[src/rtl/s3511_rtc_core.sv]
// s3511_rtc_core: S-3511A style serial RTC front end (cs/sck/din/dout) with a
// free-running BCD calendar, host load/snapshot and a minute interrupt.
module s3511_rtc_core #(
  parameter int unsigned TICK_DIV    = 16777216,
  parameter int unsigned SYNC_STAGES = 2
) (
  input  logic        clock,
  input  logic        reset_n,
  input  logic        cs,
  input  logic        sck,
  input  logic        din,
  output logic        dout,
  input  logic        load,
  input  logic [55:0] load_time,
  output logic [55:0] cur_time,
  output logic [7:0]  status,
  output logic        int_n
);

  localparam int unsigned     PW        = $clog2(TICK_DIV);
  localparam logic [PW-1:0]   PRESC_MAX = PW'(TICK_DIV - 1);
  localparam logic [55:0]     CAL_RST   = 56'h00_01_01_00_00_00_00;
  localparam logic [1:0]      SEL_STAT  = 2'd1;
  localparam logic [1:0]      SEL_DT    = 2'd2;
  localparam logic [1:0]      SEL_TIME  = 2'd3;
  localparam logic [7:0]      STAT_WMSK = 8'h4A;

  typedef enum logic [2:0] {
    ST_IDLE   = 3'd0,
    ST_CMD    = 3'd1,
    ST_WDATA  = 3'd2,
    ST_RDATA  = 3'd3,
    ST_IGNORE = 3'd4
  } state_t;

  // True when the field sits at (or beyond) its last legal value, or is not valid BCD.
  function automatic logic bcd_wraps(input logic [7:0] v, input logic [7:0] max_v);
    logic r;
    if ((v[3:0] > 4'd9) || (v[7:4] > 4'd9) || (v >= max_v)) r = 1'b1;
    else r = 1'b0;
    return r;
  endfunction

  // BCD increment; invalid or maxed fields are forced to their wrap value.
  function automatic logic [7:0] bcd_next(input logic [7:0] v, input logic [7:0] max_v,
                                          input logic [7:0] wrap_v);
    logic [7:0] r;
    if (bcd_wraps(v, max_v)) r = wrap_v;
    else if (v[3:0] == 4'd9) r = {v[7:4] + 4'd1, 4'd0};
    else r = v + 8'd1;
    return r;
  endfunction

  // Last day of the month; BCD year mod 4 is (2*tens + units) mod 4, 00 is leap.
  function automatic logic [7:0] month_days(input logic [7:0] mon, input logic [7:0] yr);
    logic [1:0] ym4;
    logic [7:0] r;
    ym4 = yr[1:0] + {yr[4], 1'b0};
    case (mon)
      8'h02:                      r = (ym4 == 2'd0) ? 8'h29 : 8'h28;
      8'h04, 8'h06, 8'h09, 8'h11: r = 8'h30;
      default:                    r = 8'h31;
    endcase
    return r;
  endfunction

  // One-second advance of the packed calendar; bit 56 is the second->minute carry.
  function automatic logic [56:0] cal_tick(input logic [55:0] c);
    logic [55:0] n;
    logic        cs_c, cm_c, ch_c, cd_c, cmo_c;
    logic [7:0]  dim;
    n    = c;
    dim  = month_days(c[47:40], c[55:48]);
    cs_c = bcd_wraps(c[7:0], 8'h59);
    cm_c = cs_c & bcd_wraps(c[15:8], 8'h59);
    ch_c = cm_c & bcd_wraps(c[23:16], 8'h23);
    cd_c = ch_c & bcd_wraps(c[39:32], dim);
    cmo_c = cd_c & bcd_wraps(c[47:40], 8'h12);
    n[7:0] = bcd_next(c[7:0], 8'h59, 8'h00);
    if (cs_c)  n[15:8]  = bcd_next(c[15:8], 8'h59, 8'h00);
    if (cm_c)  n[23:16] = bcd_next(c[23:16], 8'h23, 8'h00);
    if (ch_c)  n[39:32] = bcd_next(c[39:32], dim, 8'h01);
    if (ch_c)  n[31:24] = bcd_next(c[31:24], 8'h06, 8'h00);
    if (cd_c)  n[47:40] = bcd_next(c[47:40], 8'h12, 8'h01);
    if (cmo_c) n[55:48] = bcd_next(c[55:48], 8'h99, 8'h00);
    return {cs_c, n};
  endfunction

  // Byte count of each register group.
  function automatic logic [3:0] sel_bytes(input logic [1:0] sel);
    logic [3:0] r;
    case (sel)
      SEL_STAT: r = 4'd1;
      SEL_DT:   r = 4'd7;
      SEL_TIME: r = 4'd3;
      default:  r = 4'd0;
    endcase
    return r;
  endfunction

  logic [SYNC_STAGES-1:0] cs_sync_q, sck_sync_q, din_sync_q;
  logic cs_prev_q, sck_prev_q;
  logic cs_s, sck_s, din_s, cs_rise_s, cs_fall_s, sck_rise_s, sck_fall_s;

  state_t           state_q, state_d;
  logic [2:0]       bit_cnt_q, bit_cnt_d;
  logic [3:0]       byte_cnt_q, byte_cnt_d;
  logic [7:0]       sh_q, sh_d;
  logic [1:0]       sel_q, sel_d;
  logic [6:0][7:0]  wbuf_q, wbuf_d;
  logic [55:0]      rd_sh_q, rd_sh_d;
  logic             dout_q, dout_d;
  logic [55:0]      cal_q, cal_d;
  logic [7:0]       status_q, status_d;
  logic [PW-1:0]    presc_q, presc_d;
  logic             int_n_q, int_n_d;

  logic [7:0]  cmd_s, wbyte_s, hour_rd_s, stat_new_s;
  logic        cal_wr_s, stat_wr_s, rd_clr_s, c0_s;
  logic [55:0] cal_new_s;
  logic [56:0] tick_s;

  assign cs_s       = cs_sync_q[SYNC_STAGES-1];
  assign sck_s      = sck_sync_q[SYNC_STAGES-1];
  assign din_s      = din_sync_q[SYNC_STAGES-1];
  assign cs_rise_s  = cs_s & ~cs_prev_q;
  assign cs_fall_s  = ~cs_s & cs_prev_q;
  assign sck_rise_s = sck_s & ~sck_prev_q;
  assign sck_fall_s = ~sck_s & sck_prev_q;
  assign hour_rd_s  = cal_q[23:16] | ((cal_q[23:16] >= 8'h12) ? 8'h80 : 8'h00);
  assign stat_new_s = (status_q & ~STAT_WMSK) | (wbuf_q[0] & STAT_WMSK);

  // Synchronise the serial pins and keep the previous level for edge detection.
  always_ff @(posedge clock or negedge reset_n) begin
    if (!reset_n) begin
      cs_sync_q  <= '0;
      sck_sync_q <= '0;
      din_sync_q <= '0;
      cs_prev_q  <= 1'b0;
      sck_prev_q <= 1'b0;
    end else begin
      cs_sync_q  <= {cs_sync_q[SYNC_STAGES-2:0], cs};
      sck_sync_q <= {sck_sync_q[SYNC_STAGES-2:0], sck};
      din_sync_q <= {din_sync_q[SYNC_STAGES-2:0], din};
      cs_prev_q  <= cs_s;
      sck_prev_q <= sck_s;
    end
  end

  // Protocol FSM: command decode, write shadow, read snapshot and dout shifting.
  always_comb begin
    state_d    = state_q;
    bit_cnt_d  = bit_cnt_q;
    byte_cnt_d = byte_cnt_q;
    sh_d       = sh_q;
    sel_d      = sel_q;
    wbuf_d     = wbuf_q;
    rd_sh_d    = rd_sh_q;
    dout_d     = dout_q;
    cal_wr_s   = 1'b0;
    cal_new_s  = cal_q;
    stat_wr_s  = 1'b0;
    rd_clr_s   = 1'b0;
    c0_s       = 1'b0;
    cmd_s      = {sh_q[6:0], din_s};
    wbyte_s    = {din_s, sh_q[7:1]};
    if (cs_fall_s) begin
      state_d = ST_IDLE;
      dout_d  = 1'b1;
      if ((state_q == ST_WDATA) && (bit_cnt_q == 3'd0) && (byte_cnt_q == sel_bytes(sel_q))) begin
        case (sel_q)
          SEL_STAT: stat_wr_s = 1'b1;
          SEL_DT: begin
            cal_wr_s  = 1'b1;
            cal_new_s = {wbuf_q[0], wbuf_q[1], wbuf_q[2], wbuf_q[3],
                         wbuf_q[4] & 8'h7F, wbuf_q[5], wbuf_q[6]};
          end
          SEL_TIME: begin
            cal_wr_s  = 1'b1;
            cal_new_s = {cal_q[55:24], wbuf_q[0] & 8'h7F, wbuf_q[1], wbuf_q[2]};
          end
          default: stat_wr_s = 1'b0;
        endcase
      end else if ((state_q == ST_RDATA) && (sel_q == SEL_STAT)) begin
        rd_clr_s = 1'b1;
      end else begin
        rd_clr_s = 1'b0;
      end
    end else if (cs_rise_s) begin
      state_d    = ST_CMD;
      bit_cnt_d  = 3'd0;
      byte_cnt_d = 4'd0;
      dout_d     = 1'b1;
    end else if (cs_s && sck_rise_s) begin
      case (state_q)
        ST_CMD: begin
          sh_d      = cmd_s;
          bit_cnt_d = bit_cnt_q + 3'd1;
          if (bit_cnt_q == 3'd7) begin
            sel_d = cmd_s[2:1];
            if ((cmd_s[7:4] == 4'b0110) && (cmd_s[3:1] == 3'd0)) begin
              c0_s    = 1'b1;
              state_d = ST_IGNORE;
            end else if ((cmd_s[7:4] != 4'b0110) || cmd_s[3]) begin
              state_d = ST_IGNORE;
            end else if (cmd_s[0]) begin
              state_d = ST_RDATA;
              case (cmd_s[2:1])
                SEL_STAT: rd_sh_d = {48'hFFFF_FFFF_FFFF, status_q};
                SEL_DT:   rd_sh_d = {cal_q[7:0], cal_q[15:8], hour_rd_s, cal_q[31:24],
                                     cal_q[39:32], cal_q[47:40], cal_q[55:48]};
                default:  rd_sh_d = {32'hFFFF_FFFF, cal_q[7:0], cal_q[15:8], hour_rd_s};
              endcase
            end else begin
              state_d = ST_WDATA;
            end
          end
        end
        ST_WDATA: begin
          sh_d      = wbyte_s;
          bit_cnt_d = bit_cnt_q + 3'd1;
          if (bit_cnt_q == 3'd7) begin
            if (byte_cnt_q < 4'd7) wbuf_d[byte_cnt_q[2:0]] = wbyte_s;
            if (byte_cnt_q != 4'hF) byte_cnt_d = byte_cnt_q + 4'd1;
          end
        end
        default: state_d = state_q;
      endcase
    end else if (cs_s && sck_fall_s && (state_q == ST_RDATA)) begin
      dout_d  = rd_sh_q[0];
      rd_sh_d = {1'b1, rd_sh_q[55:1]};
    end else begin
      state_d = state_q;
    end
  end

  // Protocol FSM state register.
  always_ff @(posedge clock or negedge reset_n) begin
    if (!reset_n) begin
      state_q    <= ST_IDLE;
      bit_cnt_q  <= 3'd0;
      byte_cnt_q <= 4'd0;
      sh_q       <= 8'h00;
      sel_q      <= 2'd0;
      wbuf_q     <= '0;
      rd_sh_q    <= '1;
      dout_q     <= 1'b1;
    end else begin
      state_q    <= state_d;
      bit_cnt_q  <= bit_cnt_d;
      byte_cnt_q <= byte_cnt_d;
      sh_q       <= sh_d;
      sel_q      <= sel_d;
      wbuf_q     <= wbuf_d;
      rd_sh_q    <= rd_sh_d;
      dout_q     <= dout_d;
    end
  end

  // Calendar/status/prescaler next state: load > commit or clear > tick.
  always_comb begin
    cal_d    = cal_q;
    presc_d  = presc_q;
    status_d = status_q;
    int_n_d  = int_n_q;
    tick_s   = cal_tick(cal_q);
    if (load) begin
      cal_d   = load_time;
      presc_d = '0;
    end else if (c0_s) begin
      cal_d   = CAL_RST;
      presc_d = '0;
    end else if (cal_wr_s) begin
      cal_d   = cal_new_s;
      presc_d = '0;
    end else if (stat_wr_s) begin
      presc_d = '0;
    end else if (presc_q == PRESC_MAX) begin
      presc_d = '0;
      cal_d   = tick_s[55:0];
      int_n_d = ~(status_q[3] & tick_s[56]);
    end else begin
      presc_d = presc_q + PW'(1);
    end
    if (c0_s) begin
      status_d = 8'h00;
      int_n_d  = 1'b1;
    end else if (stat_wr_s) begin
      status_d = stat_new_s;
      if (!stat_new_s[3]) int_n_d = 1'b1;
      else int_n_d = int_n_q;
    end else if (rd_clr_s) begin
      status_d = status_q & 8'h7F;
    end else begin
      status_d = status_q;
    end
  end

  // Calendar, status, prescaler and interrupt registers.
  always_ff @(posedge clock or negedge reset_n) begin
    if (!reset_n) begin
      cal_q    <= CAL_RST;
      status_q <= 8'h80;
      presc_q  <= '0;
      int_n_q  <= 1'b1;
    end else begin
      cal_q    <= cal_d;
      status_q <= status_d;
      presc_q  <= presc_d;
      int_n_q  <= int_n_d;
    end
  end

  assign dout     = dout_q;
  assign cur_time = cal_q;
  assign status   = status_q;
  assign int_n    = int_n_q;

endmodule

[config.mk]
export PLATFORM = sky130hd
export DESIGN_NAME = s3511_rtc_core
export DESIGN_NICKNAME = d
export VERILOG_FILES = /design/src/rtl/s3511_rtc_core.sv
export SDC_FILE = /design/constraint.sdc
export NUM_CORES = 1
export LEC_CHECK = 0
export ABC_AREA = 1
export CAP_MARGIN = 20
export CORE_UTILIZATION = 40
export CTS_BUF_LIST = sky130_fd_sc_hd__clkbuf_16
export CTS_CLUSTER_DIAMETER = 120
export CTS_CLUSTER_SIZE = 28
export DETAILED_ROUTE_END_ITERATION = 16
export PLACE_DENSITY = 0.7
export SYNTH_ARGS = -nofsm -noshare
export SYNTH_HDL_FRONTEND = slang
export SYNTH_SLANG_ARGS = --single-unit
export TNS_END_PERCENT = 10
[constraint.sdc]
create_clock -name clock -period 7.84 [get_ports clock]
set_input_delay 0.784 -clock clock [delete_from_list [all_inputs] [get_ports clock]]
set_output_delay 0.784 -clock clock [all_outputs]
set_load 0.01 [all_outputs]
Run 1, met1 routing:
Supply wires on this layer in grey.
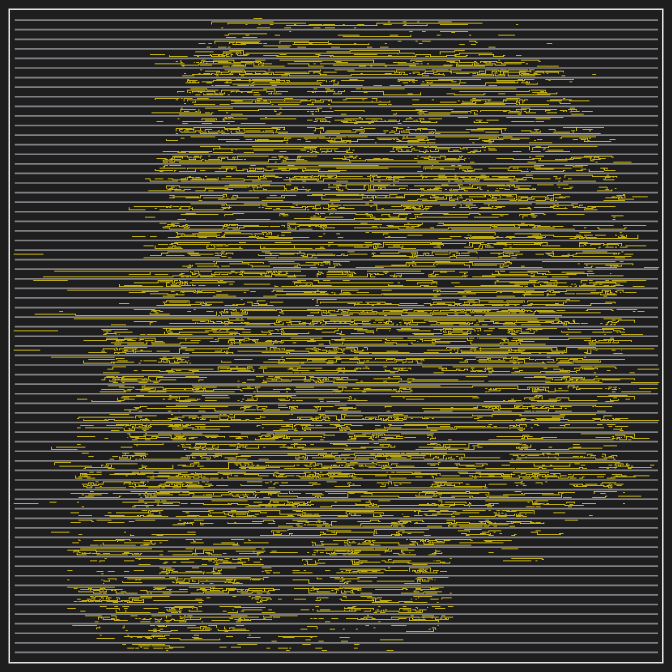
The wires run mostly horizontal. The longest straight run is 82.3 um. 1828 nets have wire on it. The layer carries 18500 um of wire.

Run 1, cell classes on the final placement:
Bar = 50 um. Fill, decap, tap and diode cells in grey.
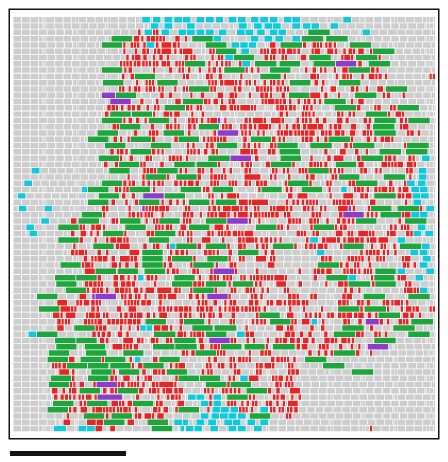
Green shows flip-flops, cells 225, share of their area 39%. Purple shows clock drivers and dummy loads, cells 20, share of their area 2.7%. Cyan shows other buffers and delay cells, cells 132, share of their area 8.8%. Red shows all other logic, cells 1549, share of their area 50%.

Run 1, placement view:
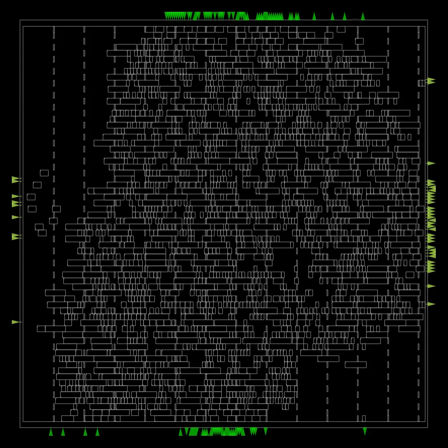
proportion of cell area occupied by registers: 37.3%
Placement Rows: 66
tally of filler cells in the layout: 3258

==> results.yml, run 1 <==
# flow metrics
floorplan:
  dieArea_um2: 34300
  die_x_um: 185
  tapcell.inserted: 442
  dieHeight_um: 185
  floorplan.core_util_pct: 40.9
clock_network:
  numCtsBuffers: 12
  clock.latency.late_pin_ns: 0.51
  postCtsResizedCells: 0
  cts_tree: "done"
  worst_setup_hold_path_clk_slew_ns: 0.10
  cts.root.buffer_cell: "sky130_fd_sc_hd__clkbuf_16"
job:
  number_of_warnings_in_the_stage_logs: 52
  cap_viol_max_count: 0
drt:
  first_pass_iters: 8
  dr_total_vias: 12564
  drt_wl_cell_um: 17.3
  top_layer: "met4"
  routedLengthMet1_um: 18500
  wl_met3_um: 2730
  drt.antenna.violating_nets: 0
grt:
  grt_use_met3_pct: 3.40
  global_route.usage.met2_pct: 38.0
  first_global_vias: 11688
  gr-total-overflow: 0
  grt_first_pass_wirelength_um: 64900
  busiest_layer: "met2"
  grt_start_max_net_pins: 115
final_layout:
  seq_cell_count: 225
  areaGrowthSynthToFinish_pct: 14.1
  sequential_cell_area_um2: 5710
  nonClkBufAreaFrac_pct: 8.49
  multi_input_comb_cells: 1365
  comb_area_share_pct: 43.4
  dominant-cell-class: "multi-input combinational cells"
  signal_buffers: 132
  design_area_um2: 15300
  top_logic_cell_by_instance_count_in_the_layout: "sky130_fd_sc_hd__nand2_1"
  nonClockInverterCount: 184
  final_layout_top_logic_cells: "sky130_fd_sc_hd__nand2_1, sky130_fd_sc_hd__o21ai_0, sky130_fd_sc_hd__inv_1"
  combGateArea_um2: 6650
  final_cell_count_without_fillers: 2368
  num-clock-buffers: 13
  antennaDiodeCount: 0
  final_layout_clock_cell_area_share_pct: 2.63
  drive_above_1_share_pct: 7.27
placed_design:
  cell_area_reported_after_detailed_placement_um2: 14900
  detailedPlacementHpwl_um: 29800
  io_buffer_count: 123
  dp_worst_setup_slack_ns: 4.37
  place_inst: 2348
  final_weighted_congestion_of_routability_driven_global_placement: 0.931
critical_path:
  critical_path.cell_chain: "inv_1 -> ha_1 -> inv_1 -> nor2_1 -> o21ai_0 -> o211ai_1 -> o21ai_0 -> nand2_1 -> o21ai_0"
  req_time_crit_path_ns: 8.22
  crit_type: "reg2reg"
  cpLargestDelayFamily: "adder cells"
  critPathCaptureType: "register"
  worstSetupEndpoint: "rd_sh_q[9]"
  critical-path-top-cell-by-count: "sky130_fd_sc_hd__o21ai_0"
  critical_path_arrival_ns: 3.89
  reg2reg_setup_slack_ns: 4.33
  r2r.worst_path.cells: 9
  worst_r2r_endpoint: "rd_sh_q[9]"
  worst-path-max-fanout: 23
  crit-reg2reg-launch: "sh_q[1]"
  critPathSlowestCell: "sky130_fd_sc_hd__ha_1"
  cpPeakStageDelay_ns: 0.93
  number_of_gates_on_the_worst_path_with_buffers_counted: 9
synth:
  yosys.area_share.adder_pct: 3.17
  yosys-top-cells-count: "sky130_fd_sc_hd__nand2_1, sky130_fd_sc_hd__o21ai_0, sky130_fd_sc_hd__inv_1"
  synth-seq-area-share_pct: 42.5
  yosys.area_share.aoi_pct: 13.9
  synth.area.mux_share_pct: 0
  synth_stat.cells: 1851
  ys_sh_simple_pct: 30.9
  synthFlopType: "sky130_fd_sc_hd__dfrtp_1"
  yosys_chip_area_um2: 13400
  top_cells_by_area: "sky130_fd_sc_hd__dfrtp_1, sky130_fd_sc_hd__nand2_1, sky130_fd_sc_hd__dfstp_2, sky130_fd_sc_hd__o21ai_0, sky130_fd_sc_hd__inv_1"
  top_count_cell_post_synth: "sky130_fd_sc_hd__nand2_1"
  synth.top_cell.area_share_pct: 30.6
  asr_flop_ratio_synth_pct: 100
  total_standard_cell_area_after_synthesis_um2: 13400
  edf_count: 0
  ys_types: 50
  synth.avg_cell_area_um2: 7.25
  synth_xor_xnor_area_share_pct: 1.37
  synth.ff_latch_count: 225
pwr:
  totalPowerFinal_mw: 3.10
  switching_share_pct: 35.4
  share_comb_of_total_power_pct: 27.1
  power_in_combinational_cells_mw: 0.838
  p_int_mw: 2.00
  vdd_drop_max_v: 0.000124
  seq_power_mw: 1.50
  clockNetworkPower_mw: 0.761
  power_density_nw_per_um2: 202
  power.net_switching_mw: 1.10
sta:
  maxSlewViolCount: 0
  fmaxAchievable_mhz: 285
  final_period_minus_worst_setup_slack_ns: 3.51
  hold_ws_ns: 0.349
  hold_fails_final_rpt: 0
  fin_worst_skew_ns: 0.0396
  timing_worst_slew_pin_value_ns: 0.966
  setup_violations: 0
  timing.slew.headroom_pct: 35.6
run_status:
  run_status: "complete, no violations"
min_path:
  worst_hold_path_type: "in2async"
Run 1, wiring by layer:
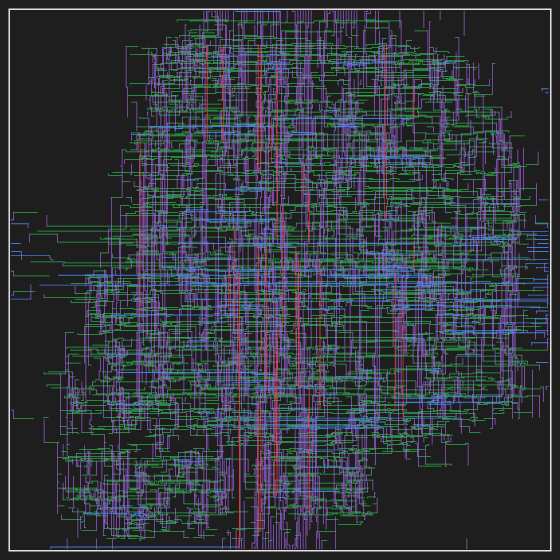

==> run 2, diff against run 1 <==
Clock period 7.84 ns to 3.7 ns, I/O delays scaled along.
Run 2, wiring by layer:
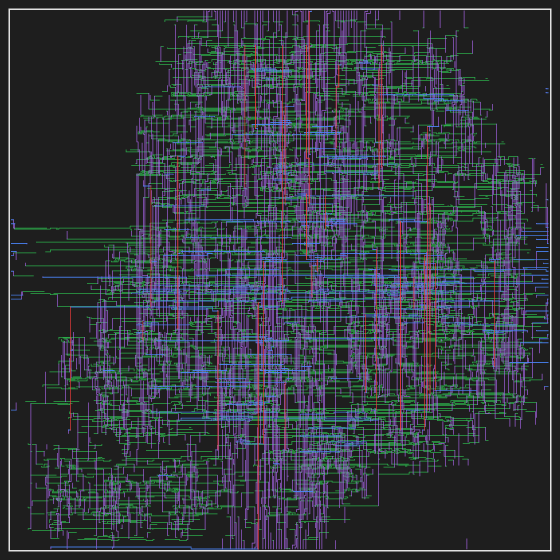
Red shows met4, wire length 1300 um. Green shows met1, wire length 18300 um. Purple shows met2, wire length 18600 um. Blue shows met3, wire length 2550 um.

==> run 2 against run 1 <==
Compared with the run above:
- synthesized cell count unchanged
- final area is 0.60% higher
- register-to-register slack worse by 3.6 ns
- critical path depth rose by 8
- clock-buffer cell count up 1
- utilization rose by 0.28 points
==> results.yml, run 2 <==
# flow metrics
floorplan:
  floorplan.core_util_pct: 40.9
  dieArea_um2: 34300
  io-pin-count: 128
  core.rowCount: 66
critical_path:
  cpPeakStageDelay_ns: 0.47
  r2r.worst_path.cells: 17
  req_time_crit_path_ns: 4.13
  critPathCaptureType: "register"
  number_of_gates_on_the_worst_path_with_buffers_counted: 17
  worst_r2r_endpoint: "cur_time[52]"
  reg2reg_setup_slack_ns: 0.70
  cpLargestDelayFamily: "simple AND/OR/NAND/NOR gates"
  crit_type: "reg2reg"
  critical_path_arrival_ns: 3.43
  critPathSlowestCell: "sky130_fd_sc_hd__dfrtp_1"
  critical_path.cell_chain: "inv_1 -> ha_1 -> nand2_1 -> nor3_1 -> inv_1 -> ha_1 -> nand3_1 -> inv_1 -> o21ai_0 -> nand2_1 -> nor2_1 -> nor2_1 -> nor2_1 -> nor2_1 -> nand2_4 -> nand2_1 -> nand2_1"
  worst-path-max-fanout: 8
  crit-reg2reg-launch: "cur_time[44]"
grt:
  grt_first_pass_wirelength_um: 64800
  busiest_layer: "met2"
  global_route.usage.met2_pct: 38.4
  first_global_vias: 11695
  grt_start_max_net_pins: 110
  gr-usage-all-layers_pct: 24.1
  grt_use_met3_pct: 2.93
  gr-total-overflow: 0
drt:
  drt_wl_cell_um: 17.1
  dr_total_vias: 12622
  drt.antenna.violating_nets: 0
  routedLengthMet1_um: 18300
  wl_met3_um: 2550
  top_layer: "met4"
sta:
  fmaxAchievable_mhz: 333
  hold_ws_ns: 0.310
  setup_violations: 0
  timing.slew.headroom_pct: 42.8
  timing_worst_slew_pin_value_ns: 0.856
  maxSlewViolCount: 0
  fin_worst_skew_ns: 0.0414
  final_period_minus_worst_setup_slack_ns: 3.00
  hold_fails_final_rpt: 0
final_layout:
  design_area_um2: 15400
  area.share.sequential_pct: 37.1
  comb_area_share_pct: 43.2
  areaGrowthSynthToFinish_pct: 14.8
  final_layout_clock_cell_area_share_pct: 2.59
  final_layout_top_logic_cells: "sky130_fd_sc_hd__nand2_1, sky130_fd_sc_hd__o21ai_0, sky130_fd_sc_hd__inv_1"
  multi_input_comb_cells: 1365
  signal_buffers: 141
  top_logic_cell_by_instance_count_in_the_layout: "sky130_fd_sc_hd__nand2_1"
  antennaDiodeCount: 0
  dominant-cell-class: "multi-input combinational cells"
  nonClkBufAreaFrac_pct: 9.06
  combGateArea_um2: 6650
  num-clock-buffers: 14
  sequential_cell_area_um2: 5710
  drive_above_1_share_pct: 7.60
clock_network:
  cts_tree: "done"
  postCtsResizedCells: 0
  cts.root.buffer_cell: "sky130_fd_sc_hd__clkbuf_16"
  clock.latency.late_pin_ns: 0.50
  numCtsBuffers: 12
  worst_setup_hold_path_clk_slew_ns: 0.12
synth:
  synth-seq-area-share_pct: 42.5
  synth.area.mux_share_pct: 0
  top_count_cell_post_synth: "sky130_fd_sc_hd__nand2_1"
  top_cells_by_area: "sky130_fd_sc_hd__dfrtp_1, sky130_fd_sc_hd__nand2_1, sky130_fd_sc_hd__dfstp_2, sky130_fd_sc_hd__o21ai_0, sky130_fd_sc_hd__inv_1"
  yosys.area_share.aoi_pct: 13.9
  edf_count: 0
  synthFlopType: "sky130_fd_sc_hd__dfrtp_1"
  asr_flop_ratio_synth_pct: 100
  synth_stat.cells: 1851
  yosys_chip_area_um2: 13400
  synth.ff_latch_count: 225
  synth.top_cell.area_share_pct: 30.6
  yosys.area_share.adder_pct: 3.17
  yosys-top-cells-count: "sky130_fd_sc_hd__nand2_1, sky130_fd_sc_hd__o21ai_0, sky130_fd_sc_hd__inv_1"
  synth.avg_cell_area_um2: 7.25
  top_logic_kind: "simple AND/OR/NAND/NOR gates"
  synth_xor_xnor_area_share_pct: 1.37
min_path:
  worst_hold_path_type: "in2reg"
  hold_start: "din"
pwr:
  vdd_drop_max_v: 0.000245
  power_in_combinational_cells_mw: 1.81
  power_density_nw_per_um2: 424
  totalPowerFinal_mw: 6.52
  switching_share_pct: 35.3
  p_int_mw: 4.22
  power.net_switching_mw: 2.30
  clockNetworkPower_mw: 1.56
placed_design:
  cell_area_reported_after_detailed_placement_um2: 15000
  dp_worst_setup_slack_ns: 0.749
  io_buffer_count: 123
  final_weighted_congestion_of_routability_driven_global_placement: 0.936
  detailedPlacementHpwl_um: 30300
  place_inst: 2356
run_status:
  run_status: "complete, no violations"
job:
  cap_viol_max_count: 0
Run 2, placement view:
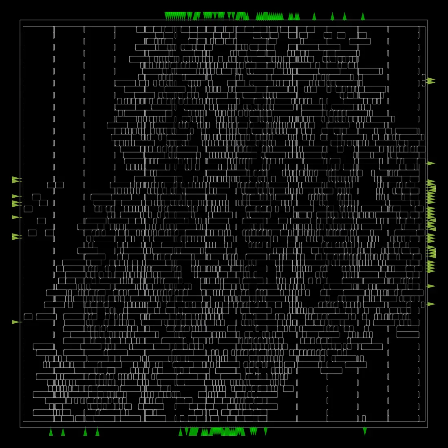
Seq Cell Count: 225
final cell count without fillers: 2377
core occupancy in the finished layout: 47.0%
well-tap cell count: 442
tally of filler cells in the layout: 3275

Run 2, cell classes on the final placement:
Bar = 50 um. Fill, decap, tap and diode cells in grey.
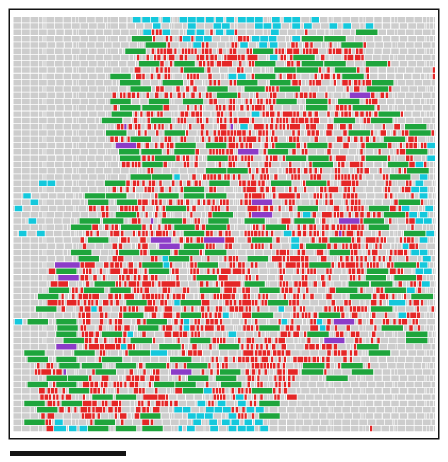

==> run 3, diff against run 2 <==
Settings changed: PLACE_DENSITY 0.7 to 0.72.
Clock period 3.7 ns to 2.7 ns, I/O delays scaled along.
Run 3, cell classes on the final placement:
Bar = 50 um. Fill, decap, tap and diode cells in grey.
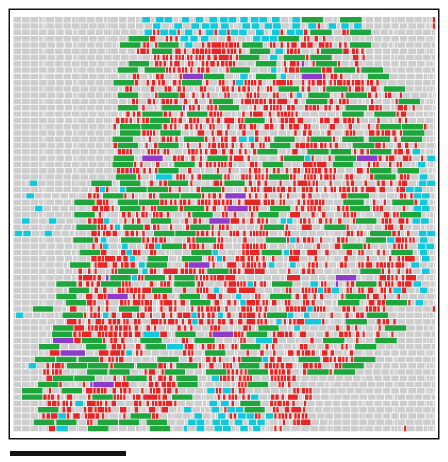
Purple shows clock drivers and dummy loads, cells 20, share of their area 2.5%. Red shows all other logic, cells 1549, share of their area 49%. Cyan shows other buffers and delay cells, cells 171, share of their area 11%. Green shows flip-flops, cells 225, share of their area 38%.

==> run 3 against run 2 <==
Compared with the run above:
- wire length rose by 0.46%
- sequential power rose by 36%
- critical endpoint is now cur_time[48]
- fmax rose by 20%
- clock power rose by 33%
- highest routed layer unchanged
==> results.yml, run 3 <==
# flow metrics
run_status:
  run_status: "complete, no violations"
clock_network:
  postCtsResizedCells: 0
  cts_setup_buffers: 0
  clock.latency.late_pin_ns: 0.49
  cts.sink_count: 225
  cts_tree: "done"
  worst_setup_hold_path_clk_slew_ns: 0.12
  ctsLongestPathBuffers: 3
  numCtsBuffers: 12
  cts.root.buffer_cell: "sky130_fd_sc_hd__clkbuf_16"
  hold_fix_buffers_at_cts: 1
critical_path:
  cpLargestDelayFamily: "simple AND/OR/NAND/NOR gates"
  critical_path.cell_chain: "inv_1 -> ha_1 -> nand2_1 -> nor3_4 -> inv_1 -> ha_1 -> nand3_1 -> inv_1 -> o21ai_0 -> nand2_1 -> nor2_2 -> nor2_1 -> a21oi_1 -> nor2_2 -> nand2_1 -> nand2_1"
  req_time_crit_path_ns: 3.13
  worst-path-max-fanout: 8
  number_of_buffer_and_inverter_instances_along_the_worst_setup_path: 3
  reg2reg_setup_slack_ns: 0.19
  critPathLaunchType: "register"
  r2r.worst_path.cells: 16
  worst_r2r_endpoint: "cur_time[48]"
  cpPeakStageDelay_ns: 0.39
  crit_path_start: "cur_time[45]"
  critPathSlowestCell: "sky130_fd_sc_hd__dfrtp_1"
  critPathCaptureType: "register"
  crit-reg2reg-launch: "cur_time[45]"
  critical_path_arrival_ns: 2.94
  worstSetupEndpoint: "cur_time[48]"
  crit_type: "reg2reg"
  critical-path-top-cell-by-count: "sky130_fd_sc_hd__nand2_1"
  number_of_gates_on_the_worst_path_with_buffers_counted: 16
final_layout:
  tally_of_filler_cells_in_the_layout: 3282
  areaGrowthSynthToFinish_pct: 16.8
  final_layout_top_logic_cells: "sky130_fd_sc_hd__nand2_1, sky130_fd_sc_hd__o21ai_0, sky130_fd_sc_hd__inv_1"
  final_layout_clock_cell_area_share_pct: 2.41
  dominant-cell-class: "multi-input combinational cells"
  top_logic_cell_by_instance_count_in_the_layout: "sky130_fd_sc_hd__nand2_1"
  design_area_um2: 15700
  comb_area_share_pct: 42.6
  combGateArea_um2: 6680
  antennaDiodeCount: 0
  final_cell_count_without_fillers: 2407
  multi_input_comb_cells: 1365
  nonClkBufAreaFrac_pct: 10.6
  seq_cell_count: 225
  num-clock-buffers: 13
  signal_buffers: 171
  drive_above_1_share_pct: 9.31
  nonClockInverterCount: 184
  sequential_cell_area_um2: 5710
floorplan:
  dieArea_um2: 34300
  core.rowCount: 66
  tapcell.inserted: 442
  io-pin-count: 128
  die_x_um: 185
  dieHeight_um: 185
  floorplan.core_util_pct: 40.9
  core_area_um2: 32800
drt:
  postRouteWirelength_um: 40900
  post_drt_via_cell_ratio: 5.29
  dr_total_vias: 12736
  first_pass_iters: 5
  wl_met3_um: 2200
  drt.antenna.violating_nets: 0
  drc: 0
  wl_met2_um: 19100
  drt_wl_cell_um: 17.0
  top_layer: "met4"
  routedLengthMet1_um: 18400
  dr.first_iter.drc_count: 1170
synth:
  top_cells_by_area: "sky130_fd_sc_hd__dfrtp_1, sky130_fd_sc_hd__nand2_1, sky130_fd_sc_hd__dfstp_2, sky130_fd_sc_hd__o21ai_0, sky130_fd_sc_hd__inv_1"
  total_standard_cell_area_after_synthesis_um2: 13400
  synth.top_cell.area_share_pct: 30.6
  yosys-top-cells-count: "sky130_fd_sc_hd__nand2_1, sky130_fd_sc_hd__o21ai_0, sky130_fd_sc_hd__inv_1"
  synth.avg_cell_area_um2: 7.25
  edf_count: 0
  synthFlopType: "sky130_fd_sc_hd__dfrtp_1"
  top_count_cell_post_synth: "sky130_fd_sc_hd__nand2_1"
  synth-seq-area-share_pct: 42.5
  yosys.area_share.adder_pct: 3.17
  yosys.area_share.aoi_pct: 13.9
  yosys_chip_area_um2: 13400
  top_logic_kind: "simple AND/OR/NAND/NOR gates"
  asr_flop_ratio_synth_pct: 100
  largest_area_cell: "sky130_fd_sc_hd__dfrtp_1"
  ys.warnings.count: 0
  ys_types: 50
  ys_sh_simple_pct: 30.9
  synth_xor_xnor_area_share_pct: 1.37
  synth.area.mux_share_pct: 0
  synth_cells: 1851
  synth.ff_latch_count: 225
  synth_stat.cells: 1851
pwr:
  power_density_nw_per_um2: 573
  switching_share_pct: 35.5
  seq_power_mw: 4.28
  totalPowerFinal_mw: 8.98
  power.net_switching_mw: 3.19
  share_comb_of_total_power_pct: 29.3
  power_in_combinational_cells_mw: 2.63
  power.largest_group: "sequential cells"
  part_of_the_power_in_registers_pct: 47.7
  total_leakage_power_nw: 7.06
  vdd_drop_max_v: 0.000329
  p_int_mw: 5.79
  clockNetworkPower_mw: 2.07
placed_design:
  cell_area_reported_after_detailed_placement_um2: 15200
  place_inst: 2386
  detailedPlacementHpwl_um: 30800
  dp_worst_setup_slack_ns: 0.0979
  final_weighted_congestion_of_routability_driven_global_placement: 0.918
  io_buffer_count: 123
sta:
  layout_worst_path_cycle_share_pct: 92.8
  hold_fails_final_rpt: 0
  worst_slack_ns: 0.194
  fin_setup_tns_ns: 0
  fmaxAchievable_mhz: 399
  timing.slew.headroom_pct: 51.2
  timing_worst_slew_pin_value_ns: 0.731
  fin_worst_skew_ns: 0.0420
  setup_violations: 0
  maxSlewViolCount: 0
  grt_setup_unrepaired: "true"
  hold_ws_ns: 0.210
  final_period_minus_worst_setup_slack_ns: 2.51
grt:
  gr-usage-all-layers_pct: 24.2
  global_route.usage.met2_pct: 39.3
  globalRouteMet1Util_pct: 33.8
  antenna_violations_before_repair: 0
  gr-total-overflow: 0
  grt_first_pass_wirelength_um: 64800
  busiest_layer: "met2"
  grt_start_max_net_pins: 113
  grt_use_met3_pct: 2.54
  first_global_vias: 11772
job:
  number_of_warnings_in_the_stage_logs: 51
  cap_viol_max_count: 0
min_path:
  holdPathEnd: "din_sync_q[0]"
  worst_hold_path_type: "in2reg"
  worstHoldPathCells: 1
  hold_start: "din"
Run 3, placement view:
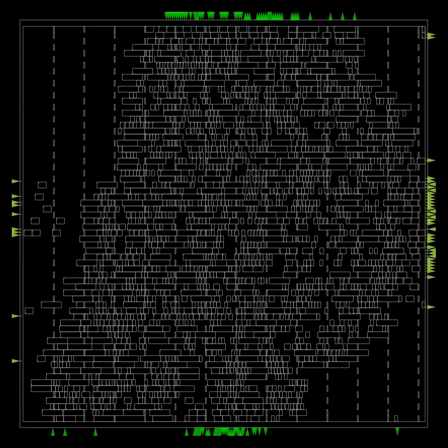
proportion of cell area occupied by registers: 36.4%
core occupancy in the finished layout: 47.8%

Power figures rest on the tool's default switching activity, not on a simulated workload.
